### Metal 1

Supply wires on this layer in gray.
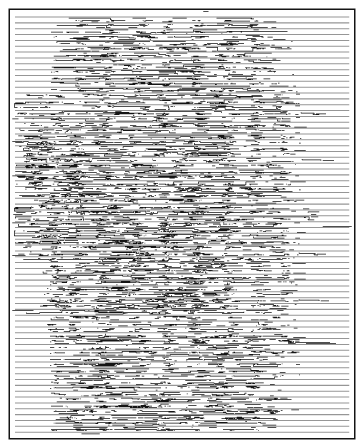
### M2 wires

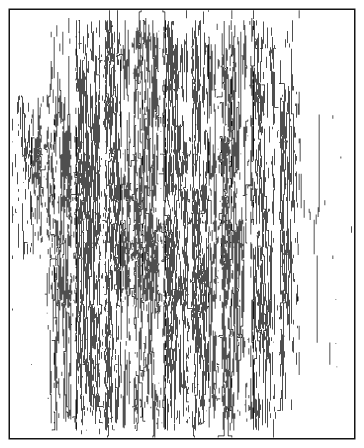
<file path="config.mk">
export PLATFORM = sky130hd
export DESIGN_NAME = audio_adc_capture
export DESIGN_NICKNAME = d
export VERILOG_FILES = /design/src/rtl/audio_adc_capture.sv
export SDC_FILE = /design/constraint.sdc
export NUM_CORES = 1
export LEC_CHECK = 0
export CORE_ASPECT_RATIO = 1.25
export CORE_MARGIN = 2
export CORE_UTILIZATION = 60
export CTS_CLUSTER_DIAMETER = 40
export CTS_CLUSTER_SIZE = 40
export DETAILED_ROUTE_END_ITERATION = 6
export PLACE_DENSITY = 0.88
export REMOVE_ABC_BUFFERS = 1
export SKIP_LAST_GASP = 1
export SLEW_MARGIN = 20
export SYNTH_ARGS = -nofsm -noshare
export SYNTH_HDL_FRONTEND = slang
export SYNTH_SLANG_ARGS = --single-unit
</file>
<file path="constraint.sdc">
create_clock -name clk_clk -period 5.7 [get_ports clk_clk]
set_input_delay 0.57 -clock clk_clk [delete_from_list [all_inputs] [get_ports clk_clk]]
set_output_delay 0.57 -clock clk_clk [all_outputs]
set_load 0.01 [all_outputs]
</file>
<file path="src/rtl/audio_adc_capture.sv">
// ---------------------------------------------------------------------------
// audio_adc_capture
//   Captures serial audio from a codec ADC port (I2S or left-justified) into
//   a small sample FIFO.
//   The codec BCLK, ADCLRCK and ADCDAT inputs are asynchronous to clk_clk.
//   All three pass through matching 2-flop synchronisers, so the data bit
//   stays aligned with the bit clock.
//
// Parameters
//   SAMPLE_W   captured sample width (8..32)
//   CHANNELS   1 = left only (right words dropped), 2 = left + right
//   FIFO_DEPTH sample FIFO entries (power of 2, 4..256)
//   MODE       0 = I2S (one BCLK delay after ADCLRCK edge), 1 = left-justified
//
// Ports
//   clk_clk, reset_reset     system clock, synchronous active-high reset
//   audio_interface_*        codec BCLK / ADCLRCK (0 left, 1 right) / ADCDAT
//   out_valid/out_ready      FIFO head handshake (see below)
//   out_data, out_channel    sample at FIFO head and its channel
//   overflow, ovf_clr        sticky "word dropped on full FIFO" flag + clear
//   fill_level               FIFO occupancy
//   fsm_state                capture FSM state (0 IDLE, 1 SKIP, 2 SHIFT, 3 HOLD)
//
// Optional feature (macro AUDIO_ADC_CAPTURE_LEVEL_METER_EN)
//   peak_l, peak_r           per-channel peak magnitude of captured words
//   peak_clr                 zeroes both peaks
//
// Handshake: a word leaves the FIFO on every rising clk edge where
// out_valid and out_ready are both 1. While out_valid=1 and out_ready=0 the
// head (out_data/out_channel) holds steady. A word pushed on one edge is
// visible at the head no earlier than the following cycle.
// ---------------------------------------------------------------------------
module audio_adc_capture #(
  parameter int SAMPLE_W   = 24,
  parameter int CHANNELS   = 2,
  parameter int FIFO_DEPTH = 16,
  parameter int MODE       = 0
) (
  input  logic                          clk_clk,
  input  logic                          reset_reset,
  input  logic                          audio_interface_BCLK,
  input  logic                          audio_interface_ADCLRCK,
  input  logic                          audio_interface_ADCDAT,
  output logic                          out_valid,
  input  logic                          out_ready,
  output logic [SAMPLE_W-1:0]           out_data,
  output logic                          out_channel,
  output logic                          overflow,
  input  logic                          ovf_clr,
  output logic [$clog2(FIFO_DEPTH):0]   fill_level,
  output logic [1:0]                    fsm_state
`ifdef AUDIO_ADC_CAPTURE_LEVEL_METER_EN
  ,
  input  logic                          peak_clr,
  output logic [SAMPLE_W-2:0]           peak_l,
  output logic [SAMPLE_W-2:0]           peak_r
`endif
);

  localparam int AW = $clog2(FIFO_DEPTH);
  localparam logic [AW:0]         FULL_CNT = (AW+1)'(FIFO_DEPTH);
  localparam logic [AW:0]         CNT_ONE  = (AW+1)'(1);
  localparam logic [AW-1:0]       PTR_ONE  = AW'(1);
  localparam logic [SAMPLE_W-1:0] MASK_MSB = {1'b1, {(SAMPLE_W-1){1'b0}}};

  typedef enum logic [1:0] {
    IDLE  = 2'd0,
    SKIP  = 2'd1,
    SHIFT = 2'd2,
    HOLD  = 2'd3
  } state_e;

  // -------------------------------------------------------------------------
  // Synchronisers and edge detection
  // -------------------------------------------------------------------------
  logic [1:0] bclk_sync, lrck_sync, dat_sync;
  logic       bclk_d, lrck_d;
  logic       bclk_rise, lrck_edge, lrck_now, dat_now;

  always_ff @(posedge clk_clk) begin
    if (reset_reset) begin
      bclk_sync <= 2'b00;
      lrck_sync <= 2'b00;
      dat_sync  <= 2'b00;
      bclk_d    <= 1'b0;
      lrck_d    <= 1'b0;
    end else begin
      bclk_sync <= {bclk_sync[0], audio_interface_BCLK};
      lrck_sync <= {lrck_sync[0], audio_interface_ADCLRCK};
      dat_sync  <= {dat_sync[0], audio_interface_ADCDAT};
      bclk_d    <= bclk_sync[1];
      lrck_d    <= lrck_sync[1];
    end
  end

  assign bclk_rise = bclk_sync[1] & ~bclk_d;
  assign lrck_edge = lrck_sync[1] ^ lrck_d;
  assign lrck_now  = lrck_sync[1];
  assign dat_now   = dat_sync[1];

  // -------------------------------------------------------------------------
  // Capture FSM
  // The shift register is filled MSB first by OR-ing in a one-hot bit mask
  // that walks from MSB to LSB. The word is therefore always left-aligned
  // with zero LSBs, which gives the partial-word format on an early frame
  // edge for free. mask[0] set means the current bit is the last one.
  // -------------------------------------------------------------------------
  state_e              state, state_next;
  logic [SAMPLE_W-1:0] shreg, shreg_next, shreg_bit;
  logic [SAMPLE_W-1:0] mask, mask_next;
  logic                chan, chan_next;
  logic                word_push;
  logic [SAMPLE_W-1:0] word_data;
  logic                word_chan;
  logic                push;

  always_ff @(posedge clk_clk) begin
    if (reset_reset) begin
      state <= IDLE;
      shreg <= '0;
      mask  <= MASK_MSB;
      chan  <= 1'b0;
    end else begin
      state <= state_next;
      shreg <= shreg_next;
      mask  <= mask_next;
      chan  <= chan_next;
    end
  end

  always_comb begin
    state_next = state;
    shreg_next = shreg;
    mask_next  = mask;
    chan_next  = chan;
    word_push  = 1'b0;
    word_data  = shreg;
    word_chan  = chan;
    shreg_bit  = dat_now ? (shreg | mask) : shreg;

    if (lrck_edge) begin
      // A frame edge before the slot completed flushes what we have.
      if (state == SKIP || state == SHIFT) begin
        word_push = 1'b1;
      end
      chan_next  = lrck_now;
      shreg_next = '0;
      mask_next  = MASK_MSB;
      state_next = (MODE == 0) ? SKIP : SHIFT;
    end else if (bclk_rise) begin
      case (state)
        SKIP: state_next = SHIFT;
        SHIFT: begin
          shreg_next = shreg_bit;
          mask_next  = mask >> 1;
          if (mask[0]) begin
            word_push  = 1'b1;
            word_data  = shreg_bit;
            state_next = HOLD;
          end
        end
        default: ;
      endcase
    end
  end

  assign fsm_state = state;

  // Mono builds never store right-channel words.
  assign push = word_push && !((CHANNELS == 1) && word_chan);

  // -------------------------------------------------------------------------
  // Sample FIFO
  // -------------------------------------------------------------------------
  logic [SAMPLE_W:0] mem [FIFO_DEPTH];
  logic [AW-1:0]     wr_ptr, rd_ptr;
  logic [AW:0]       count;
  logic              full, pop, wr_en;

  assign full  = (count == FULL_CNT);
  assign pop   = out_valid && out_ready;
  // When full, a pop in the same cycle frees the slot for the new word.
  assign wr_en = push && (!full || pop);

  always_ff @(posedge clk_clk) begin
    if (wr_en) begin
      mem[wr_ptr] <= {word_chan, word_data};
    end
  end

  always_ff @(posedge clk_clk) begin
    if (reset_reset) begin
      wr_ptr   <= '0;
      rd_ptr   <= '0;
      count    <= '0;
      overflow <= 1'b0;
    end else begin
      if (wr_en) wr_ptr <= wr_ptr + PTR_ONE;
      if (pop)   rd_ptr <= rd_ptr + PTR_ONE;
      case ({wr_en, pop})
        2'b10:   count <= count + CNT_ONE;
        2'b01:   count <= count - CNT_ONE;
        default: ;
      endcase
      // A new drop wins over a clear in the same cycle.
      if (push && full && !pop) overflow <= 1'b1;
      else if (ovf_clr)         overflow <= 1'b0;
    end
  end

  assign out_valid  = (count != '0);
  assign fill_level = count;

  always_comb begin
    {out_channel, out_data} = out_valid ? mem[rd_ptr] : '0;
  end

`ifdef AUDIO_ADC_CAPTURE_LEVEL_METER_EN
  // -------------------------------------------------------------------------
  // Level meter: magnitude of each produced word, most-negative value
  // saturates to the largest positive magnitude.
  // -------------------------------------------------------------------------
  logic [SAMPLE_W-1:0] neg_word;
  logic [SAMPLE_W-2:0] mag;

  assign neg_word = -word_data;
  assign mag = word_data[SAMPLE_W-1]
             ? (neg_word[SAMPLE_W-1] ? {(SAMPLE_W-1){1'b1}} : neg_word[SAMPLE_W-2:0])
             : word_data[SAMPLE_W-2:0];

  always_ff @(posedge clk_clk) begin
    if (reset_reset) begin
      peak_l <= '0;
      peak_r <= '0;
    end else if (peak_clr) begin
      peak_l <= (push && !word_chan) ? mag : '0;
      peak_r <= (push &&  word_chan) ? mag : '0;
    end else if (push) begin
      if (word_chan) begin
        if (mag > peak_r) peak_r <= mag;
      end else begin
        if (mag > peak_l) peak_l <= mag;
      end
    end
  end
`endif

endmodule

</file>
==> flow_summary.toml <==
# synthesis and place-and-route metrics
[die]
ios = 41
num_rows = 71
die_h_um = 199
die_area_mm2 = 0.0319

[yosys]
ys.flops = 477
syn_inst = 956
ys_cells = 956
yosysWarnings = 0
synth_cell_type_count = 38
syn-cell-area_mm2 = 0.0183

[critical_path]
start_kind = "register"
cpMaxStageDelayCell = "dfxtp_4"
r2r-start = "fsm_state[0]$_SDFFE_PP0P_"
worstPathCellList = "buf_12 > mux4_2 > mux4_2 > and2_1 > clkdlybuf4s50_1"
crit_end = "out_data[10]"

[clocking]
clk_pin_slew_ns = 0.07
clock_path_buffers = 3
cts_resized = 0
cts_tree = "done"

[power_and_ir_drop]
total_leakage_power_nw = 6.65
p_per_area_mw_per_mm2 = 404
vdd_drop_max_mv = 0.441

[sta]
hold_slack_ns = 0.439
setup_viol = 0

[outcome]
status = "finished, violations left"
violations = "design-rule violations"

[global_routing]
grt_use_total = 0.260
antenna_found_initial = 0

[detailed_routing]
ant_nets = 0
drc = 20
drtIter0Drc = 1212
wl_per_cell_um = 28.4

[place]
place_hpwl_um = 20400

[worst_hold_path]
hold_end = "dat_sync[1]$_SDFF_PP0_"
worstHoldStart = "dat_sync[0]$_SDFF_PP0_"

[cells_and_area]
fillCellCount = 1770
antenna_cells = 0

[run]
cap_viol_max_count = 0
About 'Metal 1':
longest straight run = 42.8 um
main direction = horizontal
nets with wire on the layer = 981
wire length on this layer = 13,700 um
total number of vias: 9,526
GRT met1 Usage: 0.322
routed wire length: 40,700 um

About 'M2 wires':
main direction = vertical
nets with wire on the layer = 939
grt met2 use: 0.455

where the power goes:
group	switching [mW]	internal (mW)	total, mW
sequential	0.169	3.76	3.93
combinational	0.679	1.05	1.73
clock	1.25	1.35	2.60
registers in the layout (all words and copies together) (netlist names), 4 cells and up, named ones only:
name,count
shreg,24
rd_ptr,4
mask,24
wr_ptr,4
fill_level,5
mem,400
metrics by stage:
step | instances | setup TNS [ns] | setup WS (ns)
finish | 1433 | 0 | 1.48
global route | 1433 | 0 | 1.29
CTS | 1432 | 0 | 1.42
detailed placement | 1369 | 0 | 1.99
global placement | 1369 | 0 | 2.00
floorplan | 905 | -8.47 | -0.339
cell usage in the layout, fill, tap and decap left out, types with 2 or more instances in the layout:
cell type	count
a21o_1	25
a21oi_1	59
and2_1	26
and3_1	3
buf_12	2
buf_4	22
clkbuf_1	2
clkbuf_16	39
clkdlybuf4s50_1	40
clkinv_1	2
clkinv_2	2
clkinv_4	2
dfxtp_1	74
dfxtp_4	2
edfxtp_1	400
ha_1	8
inv_1	9
inv_6	7
inv_8	6
mux2_2	2
mux2_4	2
mux2i_1	2
mux4_2	125
nand2_1	58
nand2b_1	5
nand3_1	5
nor2_1	43
nor2_2	9
nor2_4	3
nor2b_1	11
nor3_1	5
nor3_2	3
o21ai_0	4
xnor2_1	3
xor2_1	4
cell usage after synthesis:
master     instances  area [um^2]
a21o_1            25          188
a21oi_1           59          295
a2bb2oi_1          1         8.76
a31oi_1            1         6.26
and2_1            26          163
and3_1             4         25.0
buf_1              6         22.5
buf_2             12         60.1
buf_4              3         22.5
buf_6              1         11.3
clkbuf_1          29          109
dfxtp_1           77         1540
edfxtp_1         400        12000
ha_1               8          100
inv_1              9         33.8
mux2_2             2         22.5
mux2_4             2         30.0
mux2i_1            2         20.0
mux2i_2            1         13.8
mux2i_4            1         22.5
mux4_2           125         2820
nand2_1           58          218
nand2b_1           5         31.3
nand3_1            5         25.0
nand4_1            1         6.26
nand4b_1           1         8.76
nor2_1            55          206
nor2b_1           11         68.8
nor3_1             9         45.0
nor4_1             1         6.26
nor4_2             1         12.5
o21ai_0            4         20.0
or2_2              1         6.26
or3_1              1         6.26
or4_4              1         11.3
xnor2_1            3         26.3
xnor2_2            1         16.3
xor2_1             4         35.0
cell families (layout without fill, tap and decap cells):
group	after synthesis	in the layout	synth area share
adder cells (fa/ha/maj)	8	8	0.00548
buffers and inverters	60	136	0.0142
AND/OR/NAND/NOR	180	180	0.0460
flip-flops	477	477	0.742
AND-OR/OR-AND	90	90	0.0284
XOR/XNOR	8	8	0.00425
multiplexers	133	133	0.160
metal layers:
layer  share of wire  vias to the layer above
li1                -                     3882
met5               0                        -
met3           0.099                      148
met1            0.34                     4845
met2            0.52                      651
met4           0.044                        0
area by class of cell:
class,count,share of cell area
multi-input combinational,419,0.222
inverter,9,0.00165
clock buffer,42,0.0488
sequential,477,0.663
clock inverter,21,0.0103
tap,401,0.0245
timing repair buffer,64,0.0296
critical path: cells and delay by family, from the launching register on:
family	cells	cell delay [ns]
buf+inv	2	0.94
mux	2	1.05
simple gates	1	0.17
flops	1	0.83
No activity file was given, so power comes from the tool's default toggle rates.
